### src/rtl/mips_multicycle_control_if.sv
// Control bundle between the multicycle sequencer (master) and the MIPS datapath / memory port (slave).
interface mips_multicycle_control_if #(
    parameter int unsigned ALU_OP_W = 6
);
    logic [5:0]          instr_op;
    logic [5:0]          instr_funct;
    logic                mem_ready;
    logic                branch_taken;
    logic                pc_wr;
    logic [1:0]          pc_src;
    logic                ir_wr;
    logic                mem_req;
    logic                mem_wr;
    logic                i_or_d;
    logic [ALU_OP_W-1:0] alu_op;
    logic [1:0]          alu_src_b;
    logic                sign_ext;
    logic                reg_wr;
    logic [1:0]          reg_dst;
    logic                mem_to_reg;
    logic                mdu_start;
    logic                halted;
    logic [1:0]          fault;

    modport master (
        input  instr_op, instr_funct, mem_ready, branch_taken,
        output pc_wr, pc_src, ir_wr, mem_req, mem_wr, i_or_d, alu_op, alu_src_b,
               sign_ext, reg_wr, reg_dst, mem_to_reg, mdu_start, halted, fault
    );

    modport slave (
        output instr_op, instr_funct, mem_ready, branch_taken,
        input  pc_wr, pc_src, ir_wr, mem_req, mem_wr, i_or_d, alu_op, alu_src_b,
               sign_ext, reg_wr, reg_dst, mem_to_reg, mdu_start, halted, fault
    );
endinterface

### src/rtl/mips_multicycle_control.sv
// Multicycle MIPS sequencer: FETCH/DECODE/EXEC/MEM/WB over a shared ready-handshake memory port,
// multicycle MDU sequencing, and sticky halt on SYSCALL, illegal opcode or bus timeout.
module mips_multicycle_control #(
    parameter int unsigned MDU_LATENCY = 32,
    parameter int unsigned MEM_TIMEOUT = 255,
    parameter int unsigned ALU_OP_W    = 6
) (
    input logic                       clk,
    input logic                       rst,
    mips_multicycle_control_if.master bus
);
    localparam int unsigned MDU_W = (MDU_LATENCY > 1) ? $clog2(MDU_LATENCY) : 1;
    localparam int unsigned TMO_W = $clog2(MEM_TIMEOUT + 1);

    localparam logic [ALU_OP_W-1:0] ALU_ADD  = ALU_OP_W'(0);
    localparam logic [ALU_OP_W-1:0] ALU_SUB  = ALU_OP_W'(1);
    localparam logic [ALU_OP_W-1:0] ALU_SLT  = ALU_OP_W'(2);
    localparam logic [ALU_OP_W-1:0] ALU_SLTU = ALU_OP_W'(3);
    localparam logic [ALU_OP_W-1:0] ALU_AND  = ALU_OP_W'(4);
    localparam logic [ALU_OP_W-1:0] ALU_NOR  = ALU_OP_W'(5);
    localparam logic [ALU_OP_W-1:0] ALU_XOR  = ALU_OP_W'(6);
    localparam logic [ALU_OP_W-1:0] ALU_LUI  = ALU_OP_W'(7);
    localparam logic [ALU_OP_W-1:0] ALU_OR   = ALU_OP_W'(8);
    localparam logic [ALU_OP_W-1:0] ALU_SLL  = ALU_OP_W'(9);
    localparam logic [ALU_OP_W-1:0] ALU_SRL  = ALU_OP_W'(10);
    localparam logic [ALU_OP_W-1:0] ALU_SRA  = ALU_OP_W'(11);
    localparam logic [ALU_OP_W-1:0] ALU_MFHI = ALU_OP_W'(12);
    localparam logic [ALU_OP_W-1:0] ALU_MFLO = ALU_OP_W'(13);
    localparam logic [ALU_OP_W-1:0] ALU_MTHI = ALU_OP_W'(14);
    localparam logic [ALU_OP_W-1:0] ALU_MTLO = ALU_OP_W'(15);

    typedef enum logic [2:0] {
        S_FETCH, S_DECODE, S_EXEC, S_MEM, S_WB, S_MDU_WAIT, S_HALT
    } state_t;

    typedef enum logic [3:0] {
        C_ALU_R, C_ALU_I, C_LOAD, C_STORE, C_BRANCH, C_J, C_JAL,
        C_JR, C_JALR, C_MDU, C_SYSCALL, C_ILLEGAL
    } class_t;

    state_t              state, state_nx;
    class_t              cls;
    logic [ALU_OP_W-1:0] dec_alu;
    logic                use_shamt;
    logic                zero_ext;
    logic                req;
    logic [MDU_W-1:0]    mdu_cnt, mdu_cnt_nx;
    logic [TMO_W-1:0]    tmo_cnt, tmo_cnt_nx;
    logic [1:0]          fault_q, fault_nx;

    // Instruction class and ALU operation straight from the IR fields
    always_comb begin
        cls       = C_ILLEGAL;
        dec_alu   = ALU_ADD;
        use_shamt = 1'b0;
        case (bus.instr_op)
            6'h00: begin
                cls = C_ALU_R;
                case (bus.instr_funct)
                    6'h00:                      begin dec_alu = ALU_SLL; use_shamt = 1'b1; end
                    6'h02:                      begin dec_alu = ALU_SRL; use_shamt = 1'b1; end
                    6'h03:                      begin dec_alu = ALU_SRA; use_shamt = 1'b1; end
                    6'h04:                      dec_alu = ALU_SLL;
                    6'h06:                      dec_alu = ALU_SRL;
                    6'h07:                      dec_alu = ALU_SRA;
                    6'h08:                      cls = C_JR;
                    6'h09:                      cls = C_JALR;
                    6'h0C:                      cls = C_SYSCALL;
                    6'h10:                      dec_alu = ALU_MFHI;
                    6'h11:                      dec_alu = ALU_MTHI;
                    6'h12:                      dec_alu = ALU_MFLO;
                    6'h13:                      dec_alu = ALU_MTLO;
                    6'h18, 6'h19, 6'h1A, 6'h1B: cls = C_MDU;
                    6'h20, 6'h21:               dec_alu = ALU_ADD;
                    6'h22, 6'h23:               dec_alu = ALU_SUB;
                    6'h24:                      dec_alu = ALU_AND;
                    6'h25:                      dec_alu = ALU_OR;
                    6'h26:                      dec_alu = ALU_XOR;
                    6'h27:                      dec_alu = ALU_NOR;
                    6'h2A:                      dec_alu = ALU_SLT;
                    6'h2B:                      dec_alu = ALU_SLTU;
                    default:                    cls = C_ILLEGAL;
                endcase
            end
            6'h02:                      cls = C_J;
            6'h03:                      cls = C_JAL;
            6'h04, 6'h05, 6'h06, 6'h07: begin cls = C_BRANCH; dec_alu = ALU_SUB; end
            6'h08, 6'h09:               cls = C_ALU_I;
            6'h0A:                      begin cls = C_ALU_I; dec_alu = ALU_SLT;  end
            6'h0B:                      begin cls = C_ALU_I; dec_alu = ALU_SLTU; end
            6'h0C:                      begin cls = C_ALU_I; dec_alu = ALU_AND;  end
            6'h0D:                      begin cls = C_ALU_I; dec_alu = ALU_OR;   end
            6'h0E:                      begin cls = C_ALU_I; dec_alu = ALU_XOR;  end
            6'h0F:                      begin cls = C_ALU_I; dec_alu = ALU_LUI;  end
            6'h20, 6'h21, 6'h23, 6'h24, 6'h25: cls = C_LOAD;
            6'h28, 6'h29, 6'h2B:        cls = C_STORE;
            default:                    cls = C_ILLEGAL;
        endcase
    end

    assign zero_ext = (bus.instr_op == 6'h0C) || (bus.instr_op == 6'h0D) || (bus.instr_op == 6'h0E);
    assign req      = (state == S_FETCH) || (state == S_MEM);

    always_ff @(posedge clk) begin
        if (rst) begin
            state   <= S_FETCH;
            mdu_cnt <= '0;
            tmo_cnt <= '0;
            fault_q <= 2'b00;
        end else begin
            state   <= state_nx;
            mdu_cnt <= mdu_cnt_nx;
            tmo_cnt <= tmo_cnt_nx;
            fault_q <= fault_nx;
        end
    end

    // Next state and control outputs; everything reads zero while rst is held
    always_comb begin
        state_nx       = state;
        mdu_cnt_nx     = mdu_cnt;
        tmo_cnt_nx     = '0;
        fault_nx       = fault_q;
        bus.pc_wr      = 1'b0;
        bus.pc_src     = 2'b00;
        bus.ir_wr      = 1'b0;
        bus.mem_req    = 1'b0;
        bus.mem_wr     = 1'b0;
        bus.i_or_d     = 1'b0;
        bus.alu_op     = ALU_ADD;
        bus.alu_src_b  = 2'b00;
        bus.sign_ext   = 1'b0;
        bus.reg_wr     = 1'b0;
        bus.reg_dst    = 2'b00;
        bus.mem_to_reg = 1'b0;
        bus.mdu_start  = 1'b0;
        bus.halted     = 1'b0;
        bus.fault      = 2'b00;
        if (!rst) begin
            bus.fault    = fault_q;
            bus.sign_ext = (state != S_HALT) && !zero_ext;
            case (state)
                S_FETCH: begin
                    bus.mem_req   = 1'b1;
                    bus.alu_src_b = 2'b11;
                    if (bus.mem_ready) begin
                        bus.ir_wr = 1'b1;
                        bus.pc_wr = 1'b1;
                        state_nx  = S_DECODE;
                    end
                end
                S_DECODE: begin
                    bus.alu_src_b = 2'b01;
                    if (cls == C_ILLEGAL) begin
                        state_nx = S_HALT;
                        fault_nx = 2'b01;
                    end else if (cls == C_SYSCALL) begin
                        state_nx = S_HALT;
                        fault_nx = 2'b11;
                    end else begin
                        state_nx = S_EXEC;
                    end
                end
                S_EXEC: begin
                    bus.alu_op = dec_alu;
                    state_nx   = S_FETCH;
                    case (cls)
                        C_ALU_R:          begin bus.alu_src_b = use_shamt ? 2'b10 : 2'b00; state_nx = S_WB; end
                        C_ALU_I:          begin bus.alu_src_b = 2'b01; state_nx = S_WB;  end
                        C_LOAD, C_STORE:  begin bus.alu_src_b = 2'b01; state_nx = S_MEM; end
                        C_BRANCH:         begin bus.pc_wr = bus.branch_taken; bus.pc_src = 2'b01; end
                        C_J:              begin bus.pc_wr = 1'b1; bus.pc_src = 2'b10; end
                        C_JAL: begin
                            bus.pc_wr   = 1'b1;
                            bus.pc_src  = 2'b10;
                            bus.reg_wr  = 1'b1;
                            bus.reg_dst = 2'b10;
                        end
                        C_JR:             begin bus.pc_wr = 1'b1; bus.pc_src = 2'b11; end
                        C_JALR: begin
                            bus.pc_wr   = 1'b1;
                            bus.pc_src  = 2'b11;
                            bus.reg_wr  = 1'b1;
                            bus.reg_dst = 2'b01;
                        end
                        C_MDU: begin
                            bus.mdu_start = 1'b1;
                            mdu_cnt_nx    = MDU_W'(MDU_LATENCY - 1);
                            state_nx      = S_MDU_WAIT;
                        end
                        default: ;
                    endcase
                end
                S_MEM: begin
                    bus.mem_req = 1'b1;
                    bus.i_or_d  = 1'b1;
                    bus.mem_wr  = (cls == C_STORE);
                    if (bus.mem_ready) state_nx = (cls == C_STORE) ? S_FETCH : S_WB;
                end
                S_WB: begin
                    bus.reg_wr     = 1'b1;
                    bus.mem_to_reg = (cls == C_LOAD);
                    bus.reg_dst    = (bus.instr_op == 6'h00) ? 2'b01 : 2'b00;
                    state_nx       = S_FETCH;
                end
                S_MDU_WAIT: begin
                    if (mdu_cnt == '0) state_nx = S_FETCH;
                    else               mdu_cnt_nx = mdu_cnt - 1'b1;
                end
                S_HALT:  bus.halted = 1'b1;
                default: state_nx = S_FETCH;
            endcase
            // A ready arriving on the limit cycle completes the access instead of faulting
            if (req && !bus.mem_ready) begin
                if (tmo_cnt == TMO_W'(MEM_TIMEOUT - 1)) begin
                    state_nx = S_HALT;
                    fault_nx = 2'b10;
                end else begin
                    tmo_cnt_nx = tmo_cnt + 1'b1;
                end
            end
        end
    end
endmodule
### src/flat_wrapper.sv
// flat-port wrapper written by rule: the top's interface ports become plain ports
module mips_multicycle_control_flat 
#(
    parameter int unsigned MDU_LATENCY = 32,
    parameter int unsigned MEM_TIMEOUT = 255,
    parameter int unsigned ALU_OP_W    = 6
)
  (clk, rst, bus_instr_op, bus_instr_funct, bus_mem_ready, bus_branch_taken, bus_pc_wr, bus_pc_src, bus_ir_wr, bus_mem_req, bus_mem_wr, bus_i_or_d, bus_alu_op, bus_alu_src_b, bus_sign_ext, bus_reg_wr, bus_reg_dst, bus_mem_to_reg, bus_mdu_start, bus_halted, bus_fault);
  mips_multicycle_control_if #(.ALU_OP_W(ALU_OP_W)) bus_i ();
  input logic clk;
  input logic rst;
  input wire logic [$bits(bus_i.instr_op)-1:0] bus_instr_op;
  input wire logic [$bits(bus_i.instr_funct)-1:0] bus_instr_funct;
  input wire logic [$bits(bus_i.mem_ready)-1:0] bus_mem_ready;
  input wire logic [$bits(bus_i.branch_taken)-1:0] bus_branch_taken;
  output wire logic [$bits(bus_i.pc_wr)-1:0] bus_pc_wr;
  output wire logic [$bits(bus_i.pc_src)-1:0] bus_pc_src;
  output wire logic [$bits(bus_i.ir_wr)-1:0] bus_ir_wr;
  output wire logic [$bits(bus_i.mem_req)-1:0] bus_mem_req;
  output wire logic [$bits(bus_i.mem_wr)-1:0] bus_mem_wr;
  output wire logic [$bits(bus_i.i_or_d)-1:0] bus_i_or_d;
  output wire logic [$bits(bus_i.alu_op)-1:0] bus_alu_op;
  output wire logic [$bits(bus_i.alu_src_b)-1:0] bus_alu_src_b;
  output wire logic [$bits(bus_i.sign_ext)-1:0] bus_sign_ext;
  output wire logic [$bits(bus_i.reg_wr)-1:0] bus_reg_wr;
  output wire logic [$bits(bus_i.reg_dst)-1:0] bus_reg_dst;
  output wire logic [$bits(bus_i.mem_to_reg)-1:0] bus_mem_to_reg;
  output wire logic [$bits(bus_i.mdu_start)-1:0] bus_mdu_start;
  output wire logic [$bits(bus_i.halted)-1:0] bus_halted;
  output wire logic [$bits(bus_i.fault)-1:0] bus_fault;
  assign bus_i.instr_op = bus_instr_op;
  assign bus_i.instr_funct = bus_instr_funct;
  assign bus_i.mem_ready = bus_mem_ready;
  assign bus_i.branch_taken = bus_branch_taken;
  assign bus_pc_wr = bus_i.pc_wr;
  assign bus_pc_src = bus_i.pc_src;
  assign bus_ir_wr = bus_i.ir_wr;
  assign bus_mem_req = bus_i.mem_req;
  assign bus_mem_wr = bus_i.mem_wr;
  assign bus_i_or_d = bus_i.i_or_d;
  assign bus_alu_op = bus_i.alu_op;
  assign bus_alu_src_b = bus_i.alu_src_b;
  assign bus_sign_ext = bus_i.sign_ext;
  assign bus_reg_wr = bus_i.reg_wr;
  assign bus_reg_dst = bus_i.reg_dst;
  assign bus_mem_to_reg = bus_i.mem_to_reg;
  assign bus_mdu_start = bus_i.mdu_start;
  assign bus_halted = bus_i.halted;
  assign bus_fault = bus_i.fault;
  mips_multicycle_control #(.MDU_LATENCY(MDU_LATENCY), .MEM_TIMEOUT(MEM_TIMEOUT), .ALU_OP_W(ALU_OP_W)) u_core (.clk(clk), .rst(rst), .bus(bus_i));
endmodule
### config.mk
export PLATFORM = sky130hd
export DESIGN_NAME = mips_multicycle_control_flat
export DESIGN_NICKNAME = d
export VERILOG_FILES = /design/src/rtl/mips_multicycle_control_if.sv /design/src/rtl/mips_multicycle_control.sv /design/src/flat_wrapper.sv
export SDC_FILE = /design/constraint.sdc
export NUM_CORES = 1
export LEC_CHECK = 0
export CELL_PAD_IN_SITES_DETAIL_PLACEMENT = 2
export CELL_PAD_IN_SITES_GLOBAL_PLACEMENT = 2
export CORE_UTILIZATION = 25
export DETAILED_ROUTE_END_ITERATION = 10
export HOLD_SLACK_MARGIN = 0.15
export MAX_ROUTING_LAYER = met4
export PLACE_DENSITY = 0.8
export SLEW_MARGIN = 0
export SYNTH_ARGS = -nofsm -noshare
export SYNTH_HDL_FRONTEND = slang
export SYNTH_SLANG_ARGS = --single-unit
### constraint.sdc
create_clock -name clk -period 2.7 [get_ports clk]
set_input_delay 0.54 -clock clk [delete_from_list [all_inputs] [get_ports clk]]
set_output_delay 0.54 -clock clk [all_outputs]
set_load 0.05 [all_outputs]
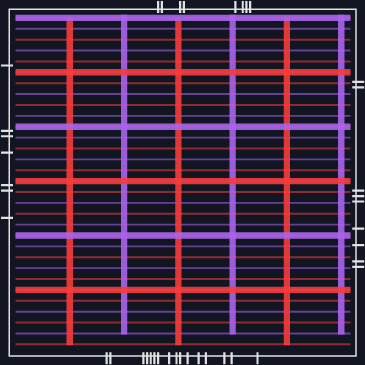
run_1/pdn.png
(4 px per micron) Pins as bars on the die edge.
VDD -> purple
VSS -> red
signal pins = 40
met1 rails = 31
die span in x: 86.30 microns
core footprint: 6832 sq um
vertical die size: 86.30 microns
worst-case vdd ir drop: 0.2205 mV

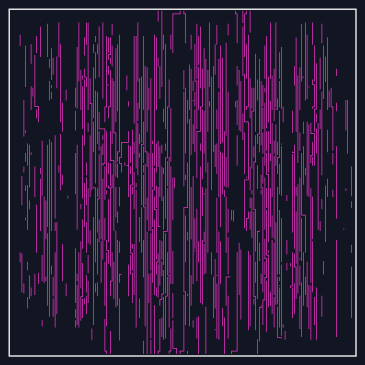
run_1/met2.png
(4 px per micron)
wire length on this layer = 5,690 microns
longest straight run = 51.7 microns
global-route track usage on met2: 50.14%
overall via count from detail_route: 2,464
total routed wirelength: 10,270 microns

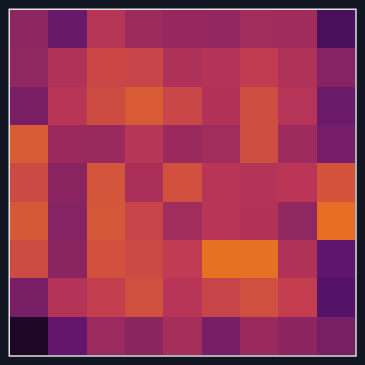
run_1/density.png
(4 px per micron) 9 x 9 tiles, from black (low) to pale yellow (high), 0 to 100% covered.
fullest tile = 67%
mean over tiles = 46%
initial standard-cell utilization of the core: 26.01%
fraction of the core area covered by cells at the end of the flow: 51.58%

==> flow_metrics.tcl, run 1 <==
# collected from the flow reports
set metrics [dict create \
    async_flop_share_pct 0 \
    diodes 0 \
    leakage_component_of_the_power_nw 1.403 \
    final_standard_cell_count_with_taps_included_and_fillers_excluded 466 \
    global_route.peak_usage_layer "met2" \
    p_per_area_nw_per_um2 279.7 \
    relSlewSlack_pct 57.01 \
    min_delay_path_depth 2 \
    grt.overflow.total 0 \
    min_from "u_core.fault_q[0]$_SDFF_PP0_" \
    critical_path.n_buffers_inverters 2 \
    top_area_cell_types "dfxtp_1 20%, nor2_1 8.0%, nand2_1 5.1%" \
    hp-class "reg -> reg" \
    top_cell_area_share_pct 20.28 \
    synth_adder_area_share_pct 2.817 \
    worst_setup_path_endpoint "bus_alu_src_b[1]" \
    endpoint_kind "primary output" \
    highest_routed_layer "met4" \
    cts_tree "done" \
    maximum_fanout_encountered_on_the_critical_timing_path 6 \
    critical-path-max-stage-delay_ps 470 \
    worstSetupPathDepth 9 \
    regToRegSetupSlack_ps 560 \
    arrival_ps 2460 \
    clock-sinks 18 \
    critPathSlowestCell "or4_4" \
    p_total_mw 0.9857 \
    dp_hpwl_microns 6760 \
    synth.cell_area_sq_um 1777 \
    stage_log_warnings 31 \
    timing_max_transition_violations_final 0 \
    drtPass1Iterations 4 \
    failed_checks "setup timing" \
    yosys_cells 258 \
    hold_slack_ps 505.4 \
    yosys.stat.seqShare_pct 20.28 \
    final_nets 391 \
    synth.logic.top_family "simple AND/OR/NAND/NOR gates" \
    largest_register "u_core.tmo_cnt" \
    met3_wirelength_microns 230 \
    post_place_worst_slack_ps -852.0 \
    layout_top_registers "u_core.tmo_cnt: 8 flops, u_core.mdu_cnt: 5 flops, u_core.state: 3 flops" \
    critical_path.top_delay_family "AND-OR/OR-AND gates" \
    dpl-instance-area_sq_um 3038 \
    hold_buffers 0 \
    critical_path.startpoint "bus_instr_op[2]" \
    global_route.usage.total_pct 24.91 \
    dr_wl_met2_microns 5691 \
    clock_tree.buffer_depth 2 \
    detail_route.vias_per_cell 5.288 \
    synth_dominant_cell_count "nor2_1" \
    run_status "finished, violations left" \
    cts_root_buffer "clkbuf_8" \
    fin_ws_ps -300.8 \
    ys_ff 18 \
    synthXorXnorAreaFrac_pct 3.944 \
    synth.cellmix.simpleShare_pct 36.83 \
    final_hold_viols 0 \
    yosys_warnings 0 \
    final_wtd_congestion 0.9118 \
    grt_setup_unrepaired "yes" \
    ys_dominant_reg_cell "dfxtp_1" \
    placed_cells_incl_taps 443 \
    holdPathEnd "u_core.fault_q[0]$_SDFF_PP0_" \
    largest_register_ffs 8 \
    drcViolationCount 0 \
    cp_cell_sequence "buf_8 -> nand2b_4 -> a22o_1 -> a221o_1 -> or4_4 -> a21oi_4 -> a41oi_2 -> nor2_4 -> buf_12" \
    setup_viol 10 \
    commonest_cells_after_routing_fill_and_taps_aside "73 x buf_4, 28 x nor2_1, 22 x nand2_1, 22 x buf_6, 19 x buf_12" \
    worstMarginPinSlew_ps 640.5 \
    number_of_global_route_vias_before_repair 2688 \
    pin_count_of_the_biggest_net_entering_global_routing 17 \
    design_area_sq_um 3523 \
    drt_first_iter_violations 68 \
    post_route_cells_drive_above_1_share_pct 51.08 \
    wl_per_cell_microns 22.03 \
    cts_inserted_buffers 3 \
    grt_first_pass_wirelength_microns 13920 \
    area_growth_syn_to_layout_pct 98.31 \
    netlist.top_cell.by_area "dfxtp_1" \
    period_used_pct 111.1 \
]
-- run 1: repair_timing --
item,4_1_cts,5_1_grt
endpoints found under the setup margin,16,14
gates resized,92,43
cloned,0,0
pin swaps,21,19
buffers inserted,9,10
-- run 1: where the power goes --
part           switching (mW)  internal [mW]  leakage, nW
combinational           0.259          0.213         1.23
sequential            0.00992          0.274        0.146
clock                   0.101          0.130       0.0288
total                   0.369          0.616         1.40
-- run 1: tightest hold or removal path, stage by stage (launching register included) --
cell	delay (ps)
dfxtp_1	310
nor2_1	100
nor3_1	50
-- run 1: final cells by class --
class	instances	area [sq um]
Timing Repair Buffer	124	1264
Multi-Input combinational cell	212	1677
Fill cell	758	3308
Clock buffer	4	55.05
Inverter	12	47.55
Tap cell	96	120.1
Sequential cell	18	360.3
==> run 2, diff against run 1 <==
--- a/config.mk
+++ b/config.mk
@@ -5,6 +5,7 @@
 export SDC_FILE = /design/constraint.sdc
 export NUM_CORES = 1
 export LEC_CHECK = 0
+export ABC_AREA = 0
 export CELL_PAD_IN_SITES_DETAIL_PLACEMENT = 2
 export CELL_PAD_IN_SITES_GLOBAL_PLACEMENT = 2
 export CORE_UTILIZATION = 25
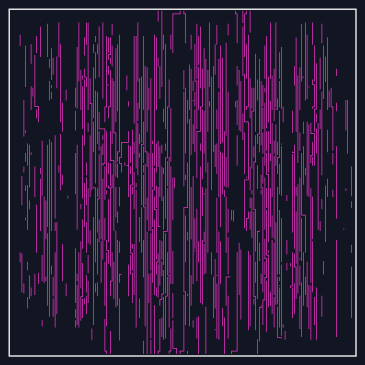
run_2/met2.png
(4 px per micron)
nets with wire on the layer = 371
share of all routed wire = 55%

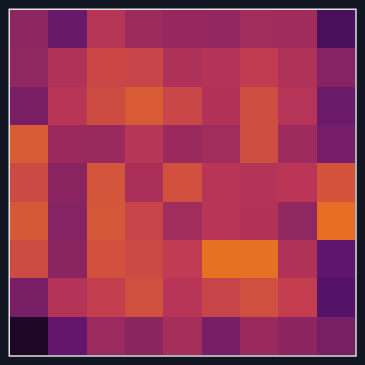
run_2/density.png
(4 px per micron) 9 x 9 tiles, from black (low) to pale yellow (high), 0 to 100% covered.
fullest tile = 67%
mean over tiles = 46%

==> run 2 against run 1 <==
Net effect: the flow still finishes with violations (setup timing); sequential power barely moved; setup slack did not move; final cell count did not move; first-iteration DRC count did not move; largest cell class unchanged; synthesized area did not move; die area did not move; clock power barely moved; via count did not move; synthesized cell count did not move; highest routed layer unchanged; fmax did not move.
==> flow_metrics.tcl, run 2 <==
# collected from the flow reports
set metrics [dict create \
    fin_ws_ps -300.8 \
    dr_total_vias 2464 \
    failed_checks "setup timing" \
    clock_tree_area_fraction_pct 1.562 \
    dpl-instance-area_sq_um 3038 \
    irDropWorstVdd_mv 0.2205 \
    synth.cellmix.simpleShare_pct 36.83 \
    synth.logic.top_family "simple AND/OR/NAND/NOR gates" \
    total_switching_power_mw 0.3692 \
    worst_setup_path_endpoint "bus_alu_src_b[1]" \
    setup_viol 10 \
    inverters 12 \
    final_standard_cell_count_with_taps_included_and_fillers_excluded 466 \
    critical_path.startpoint "bus_instr_op[2]" \
    sh_comb_area_pct 47.59 \
    initCoreUtil_pct 26.01 \
    buffer_area_share_pct 35.87 \
    dr_wl_met2_microns 5691 \
    critical_path.n_buffers_inverters 2 \
    run_status "finished, violations left" \
    regToRegSetupSlack_ps 560 \
    leakage_component_of_the_power_nw 1.403 \
    period_used_pct 111.1 \
    min_from "u_core.fault_q[0]$_SDFF_PP0_" \
    largest_register "u_core.tmo_cnt" \
    power.share.switching_pct 37.45 \
    design.core.area_sq_um 6832 \
    synth_adder_area_share_pct 2.817 \
    p_per_area_nw_per_um2 279.7 \
    ys_ff 18 \
    grt.overflow.total 0 \
    layout_top_registers "u_core.tmo_cnt: 8 flops, u_core.mdu_cnt: 5 flops, u_core.state: 3 flops" \
    timing_max_transition_violations_final 0 \
    diodes 0 \
    netlist.top_cell.by_area "dfxtp_1" \
    final_nets 391 \
    hold_buffers 0 \
    pin_count_of_the_biggest_net_entering_global_routing 17 \
    dominant-cell-class "logic gates" \
    sequential_cell_total 18 \
    cts_root_buffer "clkbuf_8" \
    design_area_sq_um 3523 \
    top_cell_area_share_pct 20.28 \
]
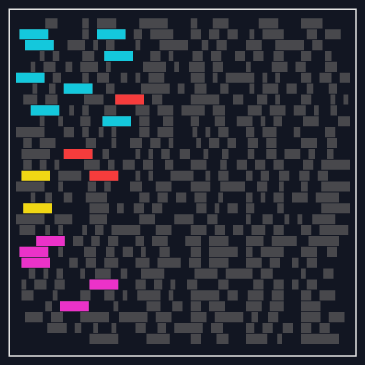
run_2/registers.png
(4 px per micron) Other cells in gray.
`u_core.state` -> red  # flops 3
`u_core.fault_q` -> yellow  # flops 2
`u_core.tmo_cnt` -> cyan  # flops 8, where top left
`u_core.mdu_cnt` -> magenta  # flops 5, where bottom left
Seq. cell area: 360.3 sq um
Power Sequential: 0.284 mW
sequential cell area share: 10.23%

run 2: cell counts in the layout (fill, tap and decap cells not counted):
Identical to the previous run, type by type.
run 2: repair_timing:
action | 4_1_cts | 5_1_grt
endpoints found under the setup margin | 16 | 14
setup buffers | 9 | 10
resized | 92 | 43
pin swaps | 21 | 19
gates cloned | 0 | 0
run 2: power groups by stage:
stage / combinational (mW) / clock (mW) / sequential, mW
floorplan: 0.197 / 0 / 0.287
global placement: 0.361 / 0 / 0.287
detailed placement: 0.381 / 0 / 0.289
CTS: 0.419 / 0.238 / 0.283
global route: 0.495 / 0.241 / 0.284
finish: 0.472 / 0.231 / 0.284
run 2: worst register-to-register path, stage by stage, from the launching register on:
cell	delay (ps)
dfxtp_1	350
or2b_1	330
or4_4	580
a21oi_4	160
buf_6	130
buf_4	110
nand2b_2	70
a311oi_2	300
==> run 3, diff against run 2 <==
--- a/config.mk
+++ b/config.mk
@@ -6,6 +6,7 @@
 export NUM_CORES = 1
 export LEC_CHECK = 0
 export ABC_AREA = 0
+export ABC_CLOCK_PERIOD_IN_PS = 2700
 export CELL_PAD_IN_SITES_DETAIL_PLACEMENT = 2
 export CELL_PAD_IN_SITES_GLOBAL_PLACEMENT = 2
 export CORE_UTILIZATION = 25
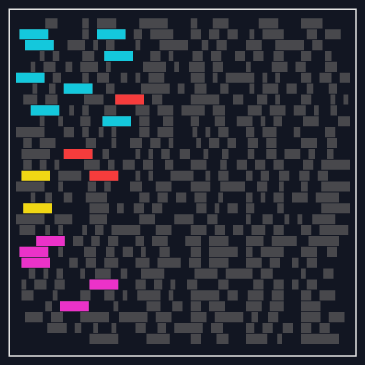
run_3/registers.png
(4 px per micron) Other cells in gray.
`u_core.fault_q` -> yellow  # flops 2
`u_core.mdu_cnt` -> magenta  # flops 5, where bottom left
`u_core.tmo_cnt` -> cyan  # flops 8, where top left
`u_core.state` -> red  # flops 3

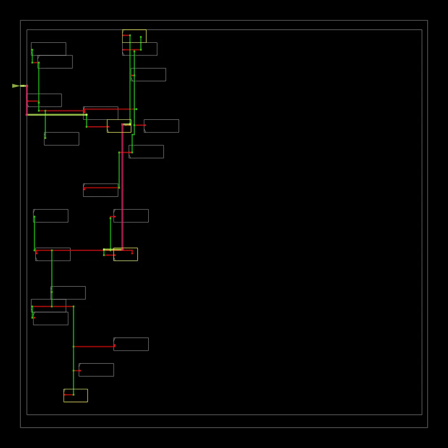
run_3/final_clocks.png
clock distribution power: 0.231 mW
number of buffers created by CTS: 3
Clock buffer cells: 4
post-route clock skew: 1.547 ps

==> run 3 against run 2 <==
Net effect: wire length stayed put; sequential share of layout area is the same; global-route usage did not move; combinational power about the same; largest cell class unchanged; synthesized area stayed put; register-to-register slack hardly changed; the run still ends with setup timing left; non-clock buffer count unchanged; core utilization unchanged.
==> flow_metrics.tcl, run 3 <==
# collected from the flow reports
set metrics [dict create \
    critical_path.startpoint "bus_instr_op[2]" \
    cts_root_buffer "clkbuf_8" \
    irDropWorstVdd_mv 0.2205 \
    largest_register_ffs 8 \
    largest_register "u_core.tmo_cnt" \
    initCoreUtil_pct 26.01 \
    critical_path.n_buffers_inverters 2 \
    ys_dominant_reg_cell "dfxtp_1" \
    ys_ff 18 \
    area_growth_syn_to_layout_pct 98.31 \
    critPathSlowestCell "or4_4" \
    endpoint_kind "primary output" \
    clock-sinks 18 \
    layout_top_registers "u_core.tmo_cnt: 8 flops, u_core.mdu_cnt: 5 flops, u_core.state: 3 flops" \
    wl_per_cell_microns 22.03 \
    synth.cell_area_sq_um 1777 \
    well_tap_count 96 \
    diodes 0 \
    setup_viol 10 \
    highest_routed_layer "met4" \
    top_cell_area_share_pct 20.28 \
    n_multi_input_combinational_cell 212 \
    synth_dominant_cell_count "nor2_1" \
    worst_setup_path_endpoint "bus_alu_src_b[1]" \
    power_combinational_mw 0.472 \
    detail_route.vias_per_cell 5.288 \
    hold_buffers 0 \
    global_route.peak_usage_layer "met2" \
    drtPass1Iterations 4 \
    final_wtd_congestion 0.9118 \
    async_flop_share_pct 0 \
    largestPowerGroup "combinational cells" \
    cell_internal_pwr_mw 0.6165 \
    post_route_cells_drive_above_1_share_pct 51.08 \
    run_status "finished, violations left" \
    cp_cell_sequence "buf_8 -> nand2b_4 -> a22o_1 -> a221o_1 -> or4_4 -> a21oi_4 -> a41oi_2 -> nor2_4 -> buf_12" \
    global_route.usage.total_pct 24.91 \
    commonest_cells_after_routing_fill_and_taps_aside "73 x buf_4, 28 x nor2_1, 22 x nand2_1, 22 x buf_6, 19 x buf_12" \
    netlist.top_cell.by_area "dfxtp_1" \
    routed_wl_microns 10270 \
    grtUsageMet2_pct 50.14 \
    relSlewSlack_pct 57.01 \
    drcViolationCount 0 \
    min_from "u_core.fault_q[0]$_SDFF_PP0_" \
    hp-class "reg -> reg" \
    cts_resized 92 \
    yosys_warnings 0 \
    non_clock_buffers 124 \
    grt.overflow.total 0 \
    power.combinational.fraction_pct 47.8 \
    number_of_global_route_vias_before_repair 2688 \
    fin_ws_ps -300.8 \
    inverters 12 \
    timing_max_transition_violations_final 0 \
    leakage_component_of_the_power_nw 1.403 \
    met3_wirelength_microns 230 \
    design_area_sq_um 3523 \
    power.share.switching_pct 37.45 \
    yosys.stat.seqShare_pct 20.28 \
    seqCellArea_sq_um 360.3 \
    power_frac_seq_pct 28.8 \
    maximum_fanout_encountered_on_the_critical_timing_path 6 \
    final_nets 391 \
    grt_setup_unrepaired "yes" \
    dp_hpwl_microns 6760 \
    area.combinational_sq_um 1677 \
    dr_total_vias 2464 \
    cts_tree "done" \
    failed_checks "setup timing" \
    clock_tree_area_fraction_pct 1.562 \
    dr_wl_met2_microns 5691 \
    critical_path.top_delay_family "AND-OR/OR-AND gates" \
    buffer_area_share_pct 35.87 \
    stage_log_warnings 31 \
]
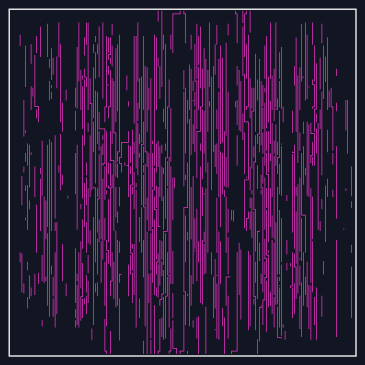
run_3/met2.png
(4 px per micron)
longest straight run = 51.7 microns
nets with wire on the layer = 371
main direction = vertical
share of all routed wire = 55%
wire length on this layer = 5,690 microns

[run 3: cell counts after synthesis]
No cell type changed its count.
[run 3: cell families after synthesis]
kind of cell | synth area share (%)
AOI/OAI and AO/OA | 25.21
muxes | 2.958
adders and majority gates | 2.817
xor gates and xnor gates | 3.944
and+or+nand+nor | 36.83
DFF | 20.28
other | 0.2111
buffers and inverters | 7.746
[run 3: stage by stage]
stage	setup WS, ps	std cells	setup TNS, ps	util (%)	power [mW]
2_1_floorplan	-221.5	259	-749.6	-	0.4843
3_3_place_gp	-749.7	443	-8045	44.47	0.6485
3_5_place_dp	-852.0	443	-11370	44.47	0.6700
4_1_cts	-318.3	456	-1735	48.35	0.9405
5_1_grt	-336.3	466	-2485	51.58	1.020
6_report	-300.8	466	-1848	51.58	0.9857
Power figures rest on the tool's default switching activity, not on a simulated workload.
